--- config.mk ---
export PLATFORM = sky130hd
export DESIGN_NAME = freq_meas
export DESIGN_NICKNAME = d
export VERILOG_FILES = /design/src/rtl/freq_meas.sv
export SDC_FILE = /design/constraint.sdc
export NUM_CORES = 1
export LEC_CHECK = 0
export ABC_AREA = 1
export ABC_CLOCK_PERIOD_IN_PS = 1300
export CORE_ASPECT_RATIO = 1.75
export CORE_MARGIN = 4
export CORE_UTILIZATION = 40
export DETAILED_ROUTE_END_ITERATION = 10
export PLACE_DENSITY = 0.65
export SYNTH_ARGS = -nofsm -noshare
export SYNTH_HDL_FRONTEND = slang
export SYNTH_SLANG_ARGS = --single-unit
--- constraint.sdc ---
create_clock -name clk -period 1.3 [get_ports clk]
set_input_delay 0.195 -clock clk [delete_from_list [all_inputs] [get_ports clk]]
set_output_delay 0.195 -clock clk [all_outputs]
set_load 0.005 [all_outputs]
--- src/rtl/freq_meas.sv ---
// -----------------------------------------------------------------------------
// freq_meas : receive-side checker for a divided clock / pulse train.
//
// The incoming signal is synchronised into the clk domain, its rising edges
// are detected, and two free-running counters measure the distance between
// consecutive rising edges (period) and the number of cycles the signal was
// high inside that interval (high_len). Each completed measurement is
// published with a one-cycle valid strobe and compared against the expected
// even division ratio. If no rising edge arrives for TIMEOUT_CYC cycles the
// block declares loss of signal until the next rising edge.
//
// Parameters
//   EXP_DIV     expected period in clk cycles (even, >= 2)
//   CNT_W       counter / output width (2^CNT_W-1 >= TIMEOUT_CYC)
//   TIMEOUT_CYC cycles without a rising edge before no_signal (> EXP_DIV)
//   SYNC_STAGES number of input synchroniser flops (>= 1)
//
// Ports
//   clk       in   system clock, rising edge
//   reset     in   asynchronous, active-high reset
//   sig_in    in   divided signal under measurement (asynchronous)
//   period    out  last measured period in clk cycles
//   high_len  out  high cycles within that period
//   valid     out  one-cycle strobe, period/high_len just updated
//   match     out  last measurement equalled EXP_DIV / EXP_DIV/2
//   no_signal out  timeout reached, held until the next rising edge
// -----------------------------------------------------------------------------
module freq_meas #(
    parameter int EXP_DIV     = 14,
    parameter int CNT_W       = 8,
    parameter int TIMEOUT_CYC = 64,
    parameter int SYNC_STAGES = 2
) (
    input  logic             clk,
    input  logic             reset,
    input  logic             sig_in,
    output logic [CNT_W-1:0] period,
    output logic [CNT_W-1:0] high_len,
    output logic             valid,
    output logic             match,
    output logic             no_signal
);

    // Width-matched versions of the integer parameters.
    localparam logic [CNT_W-1:0] CNT_MAX   = {CNT_W{1'b1}};
    localparam logic [CNT_W-1:0] CNT_ONE   = CNT_W'(1);
    localparam logic [CNT_W-1:0] TIMEOUT_V = CNT_W'(TIMEOUT_CYC);
    localparam logic [CNT_W-1:0] EXP_PER_V = CNT_W'(EXP_DIV);
    localparam logic [CNT_W-1:0] EXP_HI_V  = CNT_W'(EXP_DIV / 2);

    typedef enum logic [1:0] {
        ST_IDLE    = 2'd0,
        ST_MEASURE = 2'd1,
        ST_LOST    = 2'd2
    } state_t;

    // Synchroniser and edge detect
    logic [SYNC_STAGES-1:0] sync_r;
    logic                   sig_d_r;
    logic                   sig_s;
    logic                   rise_s;

    // Free-running measurement counters
    logic [CNT_W-1:0]       cnt_r;
    logic [CNT_W-1:0]       hcnt_r;
    logic                   timeout_s;

    // FSM and published results
    state_t                 state_r;
    state_t                 state_nxt_s;
    logic [CNT_W-1:0]       period_r;
    logic [CNT_W-1:0]       period_nxt_s;
    logic [CNT_W-1:0]       high_len_r;
    logic [CNT_W-1:0]       high_len_nxt_s;
    logic                   valid_r;
    logic                   valid_nxt_s;
    logic                   match_r;
    logic                   match_nxt_s;
    logic                   no_signal_r;
    logic                   no_signal_nxt_s;

    assign sig_s     = sync_r[SYNC_STAGES-1];
    assign rise_s    = sig_s & ~sig_d_r;
    // cnt_r equals TIMEOUT_CYC exactly TIMEOUT_CYC edges after the last rise
    // was acted on, because the rise itself loads 1.
    assign timeout_s = (cnt_r == TIMEOUT_V);

    // Input synchroniser chain plus one-cycle delayed copy for edge detection.
    always_ff @(posedge clk or posedge reset) begin
        if (reset) begin
            sync_r  <= {SYNC_STAGES{1'b0}};
            sig_d_r <= 1'b0;
        end else begin
            sync_r[0] <= sig_in;
            for (int i = 1; i < SYNC_STAGES; i++) begin
                sync_r[i] <= sync_r[i-1];
            end
            sig_d_r <= sig_s;
        end
    end

    // Period and high-time counters; both restart at 1 on every rising edge
    // (the rise cycle itself is a high cycle) and saturate instead of wrapping.
    always_ff @(posedge clk or posedge reset) begin
        if (reset) begin
            cnt_r  <= {CNT_W{1'b0}};
            hcnt_r <= {CNT_W{1'b0}};
        end else begin
            if (rise_s) begin
                cnt_r  <= CNT_ONE;
                hcnt_r <= CNT_ONE;
            end else begin
                if (cnt_r != CNT_MAX) begin
                    cnt_r <= cnt_r + CNT_ONE;
                end else begin
                    cnt_r <= cnt_r;
                end
                if (sig_s && (hcnt_r != CNT_MAX)) begin
                    hcnt_r <= hcnt_r + CNT_ONE;
                end else begin
                    hcnt_r <= hcnt_r;
                end
            end
        end
    end

    // Next-state and next-output logic. A rise always takes priority over a
    // coincident timeout so a late-but-present edge is still measured.
    always_comb begin
        state_nxt_s     = state_r;
        period_nxt_s    = period_r;
        high_len_nxt_s  = high_len_r;
        valid_nxt_s     = 1'b0;
        match_nxt_s     = match_r;
        no_signal_nxt_s = no_signal_r;

        case (state_r)
            ST_IDLE: begin
                // First edge only establishes the reference; nothing to publish.
                if (rise_s) begin
                    state_nxt_s = ST_MEASURE;
                end else if (timeout_s) begin
                    state_nxt_s     = ST_LOST;
                    no_signal_nxt_s = 1'b1;
                    match_nxt_s     = 1'b0;
                end else begin
                    state_nxt_s = ST_IDLE;
                end
            end

            ST_MEASURE: begin
                if (rise_s) begin
                    period_nxt_s   = cnt_r;
                    high_len_nxt_s = hcnt_r;
                    match_nxt_s    = (cnt_r == EXP_PER_V) && (hcnt_r == EXP_HI_V);
                    valid_nxt_s    = 1'b1;
                    state_nxt_s    = ST_MEASURE;
                end else if (timeout_s) begin
                    // Keep the last good period/high_len for post-mortem reads.
                    state_nxt_s     = ST_LOST;
                    no_signal_nxt_s = 1'b1;
                    match_nxt_s     = 1'b0;
                end else begin
                    state_nxt_s = ST_MEASURE;
                end
            end

            ST_LOST: begin
                // The returning edge becomes the new reference; the interval
                // before it is meaningless, so no valid here.
                if (rise_s) begin
                    state_nxt_s     = ST_MEASURE;
                    no_signal_nxt_s = 1'b0;
                end else begin
                    state_nxt_s = ST_LOST;
                end
            end

            default: begin
                state_nxt_s     = ST_IDLE;
                period_nxt_s    = {CNT_W{1'b0}};
                high_len_nxt_s  = {CNT_W{1'b0}};
                match_nxt_s     = 1'b0;
                no_signal_nxt_s = 1'b0;
            end
        endcase
    end

    // State register and registered outputs.
    always_ff @(posedge clk or posedge reset) begin
        if (reset) begin
            state_r     <= ST_IDLE;
            period_r    <= {CNT_W{1'b0}};
            high_len_r  <= {CNT_W{1'b0}};
            valid_r     <= 1'b0;
            match_r     <= 1'b0;
            no_signal_r <= 1'b0;
        end else begin
            state_r     <= state_nxt_s;
            period_r    <= period_nxt_s;
            high_len_r  <= high_len_nxt_s;
            valid_r     <= valid_nxt_s;
            match_r     <= match_nxt_s;
            no_signal_r <= no_signal_nxt_s;
        end
    end

    assign period    = period_r;
    assign high_len  = high_len_r;
    assign valid     = valid_r;
    assign match     = match_r;
    assign no_signal = no_signal_r;

endmodule
**Run 1: power grid**

Bar = 20 um. Pins as bars on the die edge.
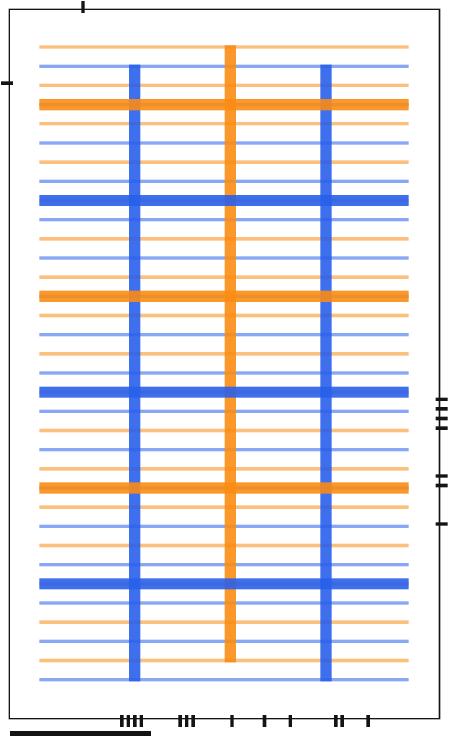
Key: blue = VSS; orange = VDD
22 signal pins sit on the boundary. 6 straps on met5.
Die X: 60.8 um
maximum resistive drop on vdd: 800 uV

**Run 1: cell classes on the final placement**

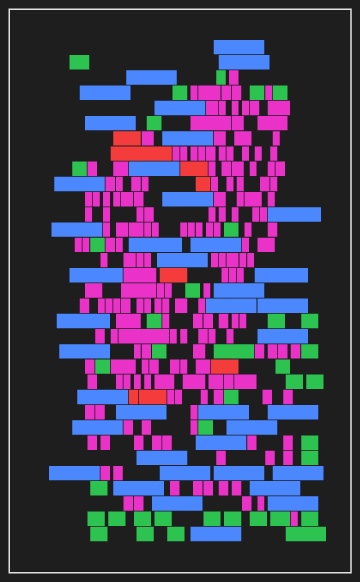
Key: magenta = remaining logic cells [cells 185, share of their area 40%]; red = clock drivers and dummy loads [cells 8, share of their area 4.6%]; blue = registers [cells 40, share of their area 42%]; green = remaining buffers and delay cells [cells 38, share of their area 14%]
fraction of area in registers: 40.6%
share of the core filled with cells: 52.7%
Placeable Area: 4710 um2
post-route cell area: 2480 um2
Cell Rows: 33

**Run 1: clock distribution**

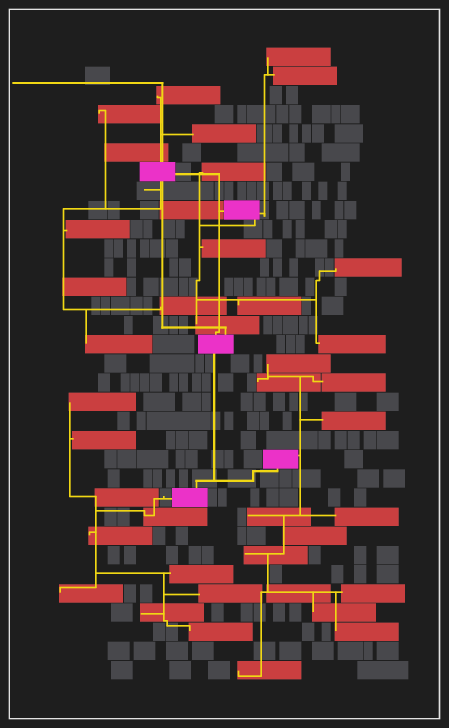
Key: magenta = clock-net drivers [count 5]; yellow = clock wires [length 514 um]; red = flip-flops [count 40]
There are 6 routed clock nets.
power in the clock group: 1.01 mW
clock skew: 5.10 ps
fraction of power consumed by the clock network: 29.6%
source-to-sink clock delay at the later pin of the worst-skew pair: 290 ps

==> run notes, run 1 <==
The flow run is done. The run finished with clean final reports. After detailed routing, the number of vias per cell comes to 5.15. Across all layers, the routed design uses between 1500 and 2000 vias. In the final design database the tool counted 277 nets. For this design, the sink count on the clock tree is around 40.

Ratio of final minimum period to clock period landed at 94.5%. The critical path maximum fanout is 5. The Yosys step of the flow raised 0 warnings. The cell count after synthesis came out at 231. For reference, the critical path is launched at cnt_r[1].

The synthesized design spends more area on one cell type than any other, namely sky130_fd_sc_hd__dfrtp_1. Number of global-route vias before repair landed at ~1700. Total global-route track usage landed at between 10% and 20%.

The number of antenna violations at the first check in global routing is 0. Transition time of the tightest slew-check pin landed at between 200 and 300 ps. Top-level port count landed at 22. Area figure in the yosys stat output landed at a little under 2000 um2. The launch point of the worst register-to-register path is recorded as cnt_r[1].

Fraction of post-synthesis cell area in the top cell type by area landed at between 50% and 60%. The first routing iteration left between 60 and 70 violations. The synthesized netlist contains 28 unique library cells. Number of fillers in the final layout landed at 467. Layout overhead on the synthesized area landed at 27.0%.

After the flow finishes, the layout carries non-filler instances totaling around 320. Total CTS buffers landed at 5. Setup repair after global routing could not meet its margin everywhere. The timing report gives the clock slew at the launch and capture registers of the worst setup and hold paths as 80 ps. Looking at the cell usage after synthesis, the top flip-flop cell is sky130_fd_sc_hd__dfrtp_1. The number of placed instances, taps included, is about 310. Number of H-tree levels landed at 2. Maximum root-to-sink buffer count landed at 2. Number of I/O port buffers landed at 21. According to the floorplan report, the total die area is between 6000 and 7000 um2. Registers take between 1000 and 1500 um2. Largest net degree at the start of global routing landed at around 40. For this run, the register share of the synthesized area comes to between 50% and 60%. Per the post-route antenna check, the number of violating nets is 0. For reference, the post-synthesis area per instance comes to 8.46 um2. On the critical path, the stage with the largest delay is an instance of sky130_fd_sc_hd__dfrtp_2. Per the synth stats, the proportion of register bits with asynchronous set or reset is 100%.
## run 1: worst reg2reg max path, stage by stage (launching register included)
cell,delay (ps)
sky130_fd_sc_hd__dfrtp_2,420
sky130_fd_sc_hd__ha_4,160
sky130_fd_sc_hd__nand3_4,90
sky130_fd_sc_hd__nor3_4,230
sky130_fd_sc_hd__inv_1,80
sky130_fd_sc_hd__nand3_1,90
sky130_fd_sc_hd__o21ai_2,50
## run 1: worst paths after layout
kind | end | slack (ps) | cells past startpoint
setup reg to reg | cnt_r[1] | 70 | 6
hold reg to reg | sync_r[1] | 350 | 0
hold / removal | high_len[4] | 240 | 3
setup / recovery | cnt_r[1] | 70 | 6
max in group asynchronous | cnt_r[2] | 830 | 3
min in group clk | sync_r[0] | 340 | 1
## run 1: logic make-up (layout without fill, tap and decap cells)
group	after synthesis	in the layout	synth area share [%]
AOI/OAI and AO/OA	43	43	11.4
adders and majority gates	4	4	2.56
buffers and inverters	36	76	8.83
DFF	40	40	51.2
and+or+nand+nor	106	106	25.1
xor gates and xnor gates	2	2	0.896
## run 1: where the power goes
group	internal (mW)	leakage [nW]	total (mW)	switching (mW)
combinational	0.374	0.705	0.808	0.434
clock	0.568	0.0541	1.01	0.440
sequential	1.42	0.518	1.59	0.170
total	2.36	1.28	3.41	1.04
## run 1: layout make-up
| cell class | count | area share, % |
|---|---|---|
| timing repair buffer | 38 | 13.6 |
| multi-input combinational | 155 | 34.0 |
| clock inverter | 3 | 1.71 |
| inverter | 30 | 4.74 |
| tap | 52 | 2.62 |
| clock buffer | 5 | 2.77 |
| sequential | 40 | 40.6 |
## run 1: routing by layer
metal  part of all wire, %  GRT usage, %  up-vias
li1                      -             -      828
met1                    36          17.9      796
met2                    56          30.8       29
met3                   2.6          2.69       12
met4                   4.9          10.5        0
met5                     0             0        -
## run 1: state kept, by name, summed over array words and instances, names as in the netlist
register and cells:
state_r 2, period 8, cnt_r 8, hcnt_r 8, sync_r 2, match 1, valid 1, no_signal 1
high_len 8, sig_d_r 1
## run 1: through the flow
stage               hold slack [ps]  area, um2  setup TNS, ps
global placement                335       2240              0
floorplan                       226       1950              0
detailed placement              337       2240          -12.7
finish                          245       2480              0
global route                    273       2480          -97.6
CTS                             251       2350              0
## run 1: what timing repair did
item	CTS	global route
pin swaps	0	12
endpoints found under the setup margin	21	27
buffers inserted	1	8
resized	21	22
## Run 2: what changed since run 1
--- a/config.mk
+++ b/config.mk
@@ -7,6 +7,7 @@
 export LEC_CHECK = 0
 export ABC_AREA = 1
 export ABC_CLOCK_PERIOD_IN_PS = 1300
+export CAP_MARGIN = 20
 export CORE_ASPECT_RATIO = 1.75
 export CORE_MARGIN = 4
 export CORE_UTILIZATION = 40
**Run 2: power grid**

Bar = 20 um. Pins as bars on the die edge.
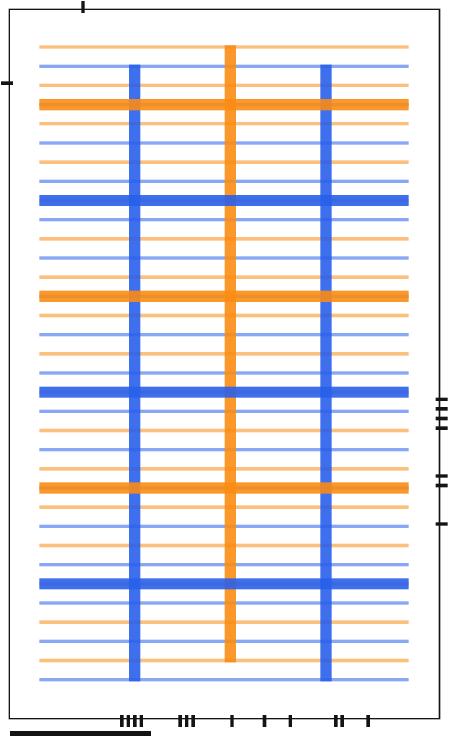
Key: orange = VDD; blue = VSS
The core has 33 rows. 22 signal pins sit on the boundary.
Die Span Y: 100 um

==> run notes, run 2 <==
The flow run is done. Critical path data arrival time landed at 1410 ps. The total number of vias came to 1665 (unchanged). Share of layout cells above drive strength 1 landed at a little under 20%. The length of routed met2 wiring is 2690 um (unchanged). Estimated wirelength of the detail-placed design landed at around 3400 um.

By instance count, the leading cell after synthesis is sky130_fd_sc_hd__nand2_1. Wire length per cell landed at ~15 um. Fraction of post-synthesis cell area in the top cell type by area landed at 51.2% (unchanged). Total negative slack for setup checks landed at 0 ps (unchanged).

STA classifies the critical path startpoint as a register. The largest net degree at the start of global routing was 41 (unchanged). Maximum root-to-sink buffer count landed at 2 (unchanged). The final timing report lists a max-slew violation count of 0.

The final non-filler cell area came to 2480 um2 (unchanged). Width of the chip landed at 60.8 um (unchanged). The global route stage reports its total congestion overflow as 0. The setup path with the least slack is of type reg -> reg. TritonCTS built the clock tree. Placed cell area landed at 2240 um2 (unchanged). Count of mapped cells out of synthesis landed at 231 (unchanged). First-pass iteration count of the detailed router landed at 4. The number of DRC violations after detailed-routing iteration 0 was 62 (unchanged). The sink count of the clock tree was 40 (unchanged). Transition time of the tightest slew-check pin landed at 294 ps (unchanged).

STA reports the tightest min-delay check as being of type in -> async. The slowest stage of the critical path is the sky130_fd_sc_hd__dfrtp_2 cell. The layout overhead on the synthesized area came to 27.0% (unchanged). The ratio of final minimum period to clock period came to 94.5% (unchanged).

Per the cell usage report, the commonest logic cell in the layout is sky130_fd_sc_hd__nand2_1. The critical path goes through ha_4 -> nand3_4 -> nor3_4 -> inv_1 -> nand3_1 -> o21ai_2. Top-level port count landed at 22 (unchanged). The final layout net count came to 277 (unchanged). The total global-route track usage came to 17.3% (unchanged). Total CTS buffers landed at 5 (unchanged). The smallest clock period supported by the final layout is computed as roughly 1200 ps. Sum of met3 wire segment lengths after detailed routing landed at 125 um (unchanged). The synthesized design spends more area on one cell type than any other, namely sky130_fd_sc_hd__dfrtp_1. Area of the die landed at 6110 um2 (unchanged). Synthesized area per cell landed at 8.46 um2 (unchanged). Top achievable clock speed landed at 814 MHz.

The share of flip-flops with an asynchronous set or reset after synthesis came to 100% (unchanged). The run finished with clean final reports. Clock-pin slew reported for the worst setup and hold paths after clock tree synthesis landed at 80 ps (about the same).

Power per unit of standard cell area landed at approximately 1400 nW/um2. The number of H-tree levels was 2 (unchanged). The number of antenna-violating nets in the routed design came to 0 (unchanged). Post-route DRC violation count landed at 0. Biggest fanout along the worst timing path landed at 5 (unchanged).

The placeable core area is 4710 um2 (unchanged). Routed signal wires occupy layers up through met4. The last timing report of the flow puts the setup violation total at 0. The number of I/O port buffers came to 21 (unchanged). Wire length of the first global-routing pass landed at slightly below 8000 um. Number of antenna violations at the first check in global routing landed at 0 (unchanged).

After synthesis, the cell types taking the most area are sky130_fd_sc_hd__dfrtp_1 51%, sky130_fd_sc_hd__nand2_1 9.4%, sky130_fd_sc_hd__o21ai_0 6.7%. The worst IR drop on VDD was 800 uV (unchanged). The per-cell via count in the routed design came to 5.15 (unchanged).

Warning total across the stage logs landed at 29. Final core utilization landed at 52.7% (unchanged). Share of the core filled by cells before placement landed at around two fifths. The area figure in the yosys stat output is 1950 um2 (unchanged). The tree is rooted in a sky130_fd_sc_hd__clkbuf_8. The sequential fraction of the synthesis area is 51.2% (unchanged).

Count of cell types in the netlist landed at 28 (unchanged). Post-synth tally of flip-flops with integrated enable landed at 0. The OpenROAD report gives the critical path a required time of between 1000 and 1500 ps. Routed metal-1 wire length landed at 1730 um (unchanged).

The final setup skew came to 5.10 ps (unchanged). The insertion delay at the late pin of the worst-skew pair is 290 ps (about the same). In this design, the stage delay of the slowest critical-path cell is ~420 ps.

Setup repair after global routing could not meet its margin everywhere. Netlist area before placement landed at between 1500 and 2000 um2. Row count landed at 33 (unchanged). Leaving out fill and tap cells, the most frequent cells in the layout are 47 x sky130_fd_sc_hd__nand2_1, 35 x sky130_fd_sc_hd__dfrtp_1, 26 x sky130_fd_sc_hd__o21ai_0.

Warning count from the yosys run landed at 0 (unchanged). Looking at the cell usage after synthesis, the top flip-flop cell is sky130_fd_sc_hd__dfrtp_1. The number of cells traversed by the worst register-to-register path was 6 (unchanged). The number of global-route vias before repair was 1668 (unchanged).
**Run 2: track usage over the die**

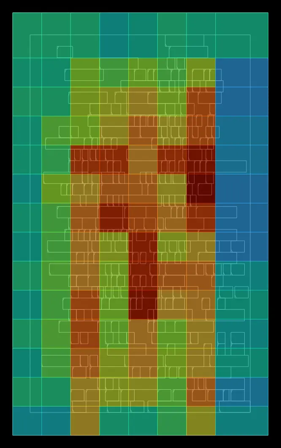
met1 layer usage reported by global route: 17.9%
met3 track demand over resource in global routing: 2.69%

[run 2: cell counts in the layout (fill, tap and decap cells not counted)]
No cell type changed its count.
[run 2: logic make-up after synthesis]
| logic type | share of synthesized area (%) |
|---|---|
| and+or+nand+nor | 25.1 |
| buffers and inverters | 8.83 |
| AOI/OAI and AO/OA | 11.4 |
| DFF | 51.2 |
| adders and majority gates | 2.56 |
| xor gates and xnor gates | 0.896 |
[run 2: final cells by class]
class	instances	area, um2
inverter	30	118
clock buffer	5	68.8
multi-input combinational	155	845
timing repair buffer	38	337
sequential	40	1010
tap	52	65.1
fill	467	2220
clock inverter	3	42.5
[run 2: critical path, delay by kind of cell, from the launching register on]
kind | cells | cell delay (ps)
AND-OR/OR-AND | 1 | 50
adder cells (fa/ha/maj) | 1 | 160
buffers and inverters | 1 | 80
flip-flops | 1 | 420
AND/OR/NAND/NOR | 3 | 410
[run 2: metrics by stage]
step,instances,hold WS [ps],worst slack (ps)
after floorplan,231,226,114
after global placement,306,335,29.8
after CTS,315,251,21.9
after detailed placement,306,337,-12.7
after global routing,323,273,-26.2
final,323,245,72.1
[run 2: metal layers]
metal	vias to the layer above	track usage [%]
met5	-	0
met4	0	10.5
met3	12	2.69
met2	29	30.8
met1	796	17.9
li1	828	-
[run 2: timing repair]
action / CTS / global route
pin swaps: 0 / 12
resized: 21 / 22
setup endpoints to repair: 21 / 27
buffers inserted: 1 / 8
[run 2: power breakdown]
part / switching, mW / internal (mW)
clock: 0.440 / 0.568
combinational: 0.434 / 0.374
sequential: 0.170 / 1.42
[run 2: worst paths after layout]
check / startpoint / endpoint / slack, ps
min reg2reg: sync_r[0] / sync_r[1] / 350
max: cnt_r[1] / cnt_r[1] / 70
max reg2reg: cnt_r[1] / cnt_r[1] / 70
min: reset / high_len[4] / 240
min in group clk: sig_in / sync_r[0] / 340
max in group asynchronous: reset / cnt_r[2] / 830
**Run 2: wiring by layer**

Bar = 20 um.
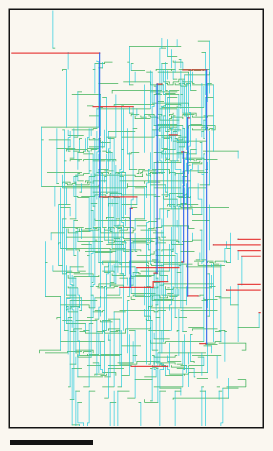

## Run 3: what changed since run 2
--- a/config.mk
+++ b/config.mk
@@ -8,7 +8,6 @@
 export ABC_AREA = 1
 export ABC_CLOCK_PERIOD_IN_PS = 1300
 export CAP_MARGIN = 20
-export CORE_ASPECT_RATIO = 1.75
 export CORE_MARGIN = 4
 export CORE_UTILIZATION = 40
 export DETAILED_ROUTE_END_ITERATION = 10
**Run 3: wiring by layer**

Bar = 20 um.
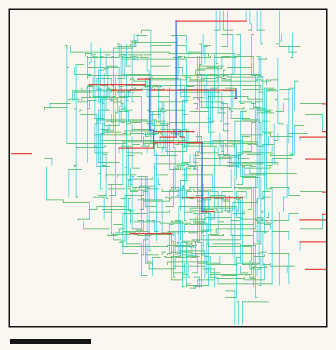
Key: green = M1 [wire length 1990 um]; cyan = M2 [wire length 2210 um]; red = M3 [wire length 163 um]; blue = M4 [wire length 64.2 um]
total wire length: 4430 um
global router's overall resource usage: 15.2%
wire per inst: 13.3 um
count of vias placed by the detailed router: 1659

==> run notes, run 3 <==
The flow run is done. The flow ran to the end, and the final reports show no timing, DRC or antenna violations. Met3 capacity usage during global routing landed at 3.48% (+0.79 points). Critical path data arrival time landed at 1490 ps (+80 ps). Number of I/O port buffers landed at 21 (unchanged). Number of fillers in the final layout landed at 450 (-3.6%). The clock-pin slew reported for the worst setup and hold paths after clock tree synthesis was 70 ps (about the same). The warning count from the yosys run is 0 (unchanged). The largest net degree at the start of global routing is 41 (unchanged). sky130_fd_sc_hd__nand2_1 is the most common cell in the netlist.

The area of the die is 6070 um2 (-0.72%). TritonCTS built the clock tree. The number of antenna violations at the first check in global routing is 0 (unchanged). The longest individual stage delay on the worst path is 440 ps (+20 ps). Global-route met2 utilization landed at 25.5% (-5.3 points).

The final standard cell count with taps included and fillers excluded is 334 (+3.4%). The number of global-route vias before repair is 1593 (-4.5%). Number of DRC violations after detailed-routing iteration 0 landed at 140 (+130%). Width of the chip landed at 77.9 um (+28%). In this run the clock root is driven by a sky130_fd_sc_hd__clkbuf_8. Minimum clock period landed at 1270 ps (+38.7 ps). Number of H-tree levels landed at 2 (unchanged). Final layout net count landed at 274 (-1.1%).

Per the cell usage report, the commonest logic cell in the layout is sky130_fd_sc_hd__nand2_1. The maximum root-to-sink buffer count is 2 (unchanged). The sequential fraction of the synthesis area was 51.2% (unchanged). In the synthesized netlist the dominant register cell turns out to be sky130_fd_sc_hd__dfrtp_1. The final-report setup violation count came to 0 (unchanged).

The biggest area contributor in the post-synthesis netlist is sky130_fd_sc_hd__dfrtp_1. The worst setup path is launched from a register. Per the cell usage report, the commonest logic cells after layout are 46 x sky130_fd_sc_hd__nand2_1, 36 x sky130_fd_sc_hd__dfrtp_1, 26 x sky130_fd_sc_hd__o21ai_0. Multi-input logic area landed at 873 um2 (+3.4%). The placeable core area was 4720 um2 (+0.35%). Estimated wirelength of the detail-placed design landed at 3010 um (-12%). The height of the chip came to 77.9 um (-22%).

The main area contributors are sky130_fd_sc_hd__dfrtp_1 51%, sky130_fd_sc_hd__nand2_1 9.4%, sky130_fd_sc_hd__o21ai_0 6.7%. The timing report shows that the slowest cell on the worst path is sky130_fd_sc_hd__dfrtp_2. The insertion delay at the late pin of the worst-skew pair was 290 ps (about the same). Top-level port count landed at 22 (unchanged). Count of cell types in the netlist landed at 28 (unchanged). The top achievable clock speed was 789 MHz (-3.1%). The number of pins with negative max-slew slack in the final report came to 0 (unchanged). The power per unit of standard cell area came to 1280 nW/um2 (-6.7%). Fraction of post-synthesis cell area in the top cell type by area landed at 51.2% (unchanged).

Ratio of final minimum period to clock period landed at 97.4% (+3.0 points). First-pass iteration count of the detailed router landed at 4 (unchanged). Share of flip-flops with an asynchronous set or reset after synthesis landed at 100% (unchanged). Total global routing overflow landed at 0 (unchanged). Area figure in the yosys stat output landed at 1950 um2 (unchanged).
**Run 3: clock distribution**

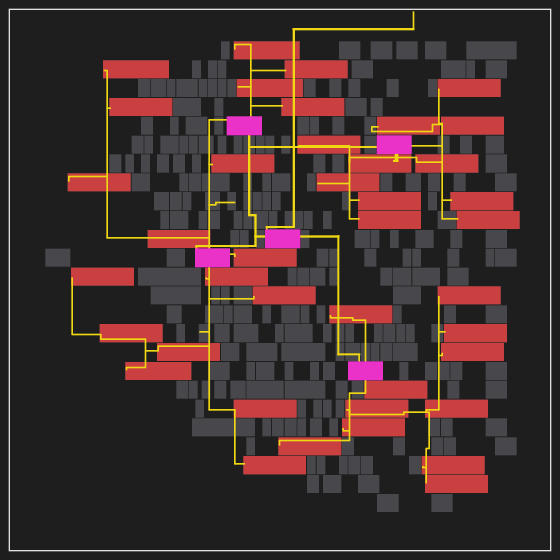
Key: yellow = clock wires [length 502 um]; red = flip-flops [count 40]; magenta = clock-net drivers [count 5]
Position of the flops: all over the die.
power in the clock group: 0.783 mW
clock skew: 5.46 ps
fraction of power consumed by the clock network: 24.9%

## run 3: cell counts after synthesis
No cell type changed its count.
## run 3: cells by family (layout without fill, tap and decap cells)
group | after synthesis | in the layout | synth area share, %
simple gates | 106 | 107 | 25.1
compound gates | 43 | 43 | 11.4
buf+inv | 36 | 71 | 8.83
xor+xnor | 2 | 2 | 0.896
flops | 40 | 40 | 51.2
fa+ha+maj | 4 | 4 | 2.56
## run 3: final timing paths
| path | startpoint | end | slack [ps] | cells past startpoint |
|---|---|---|---|---|
| min in group clk | sig_in | sync_r[0] | 340 | 1 |
| max reg2reg | cnt_r[0] | cnt_r[0] | 30 | 6 |
| max | cnt_r[0] | cnt_r[0] | 30 | 6 |
| min reg2reg | sync_r[0] | sync_r[1] | 360 | 0 |
| max in group asynchronous | reset | cnt_r[0] | 840 | 3 |
| min | reset | valid | 250 | 3 |
## run 3: power by group
group | total [mW] | switching, mW | internal [mW]
Sequential | 1.59 | 0.177 | 1.42
Combinational | 0.770 | 0.421 | 0.348
Clock | 0.783 | 0.418 | 0.365
## run 3: layout make-up
cell class	instances	share of cell area [%]
clock buffer	6	2.96
clock inverter	1	0.204
inverter	30	4.79
multi-input combinational	156	35.6
sequential	40	41.0
tap	67	3.41
timing repair buffer	34	12.1
## run 3: metal layers
layer | routed length, um | share of wire, %
met4 | 64 | 1.4
met5 | 0 | 0
met2 | 2210 | 50
met1 | 1990 | 45
met3 | 162 | 3.7
## run 3: what timing repair did
action / 4_1_cts / 5_1_grt
buffers inserted: 3 / 3
setup endpoints to repair: 27 / 26
gates cloned: 0 / 1
pin swaps: 2 / 9
gates resized: 28 / 18
## run 3: critical path, delay by kind of cell, from the launching register on
| kind | cells | cell delay [ps] |
|---|---|---|
| buf+inv | 1 | 150 |
| simple gates | 4 | 440 |
| flops | 1 | 440 |
| fa+ha+maj | 1 | 180 |
## run 3: metrics by stage
step	hold WS (ps)	setup slack (ps)	TNS, ps	power [mW]	cell area [um2]
after global placement	332	-67.8	-89.1	2.29	2260
final	245	33.4	0	3.15	2450
after CTS	258	-2.81	-2.81	3.08	2370
after global routing	289	-30.1	-81.2	3.35	2450
after detailed placement	350	-46.0	-85.9	2.30	2260
after floorplan	226	114	0	1.97	1950
Power and IR drop assume default switching activity.
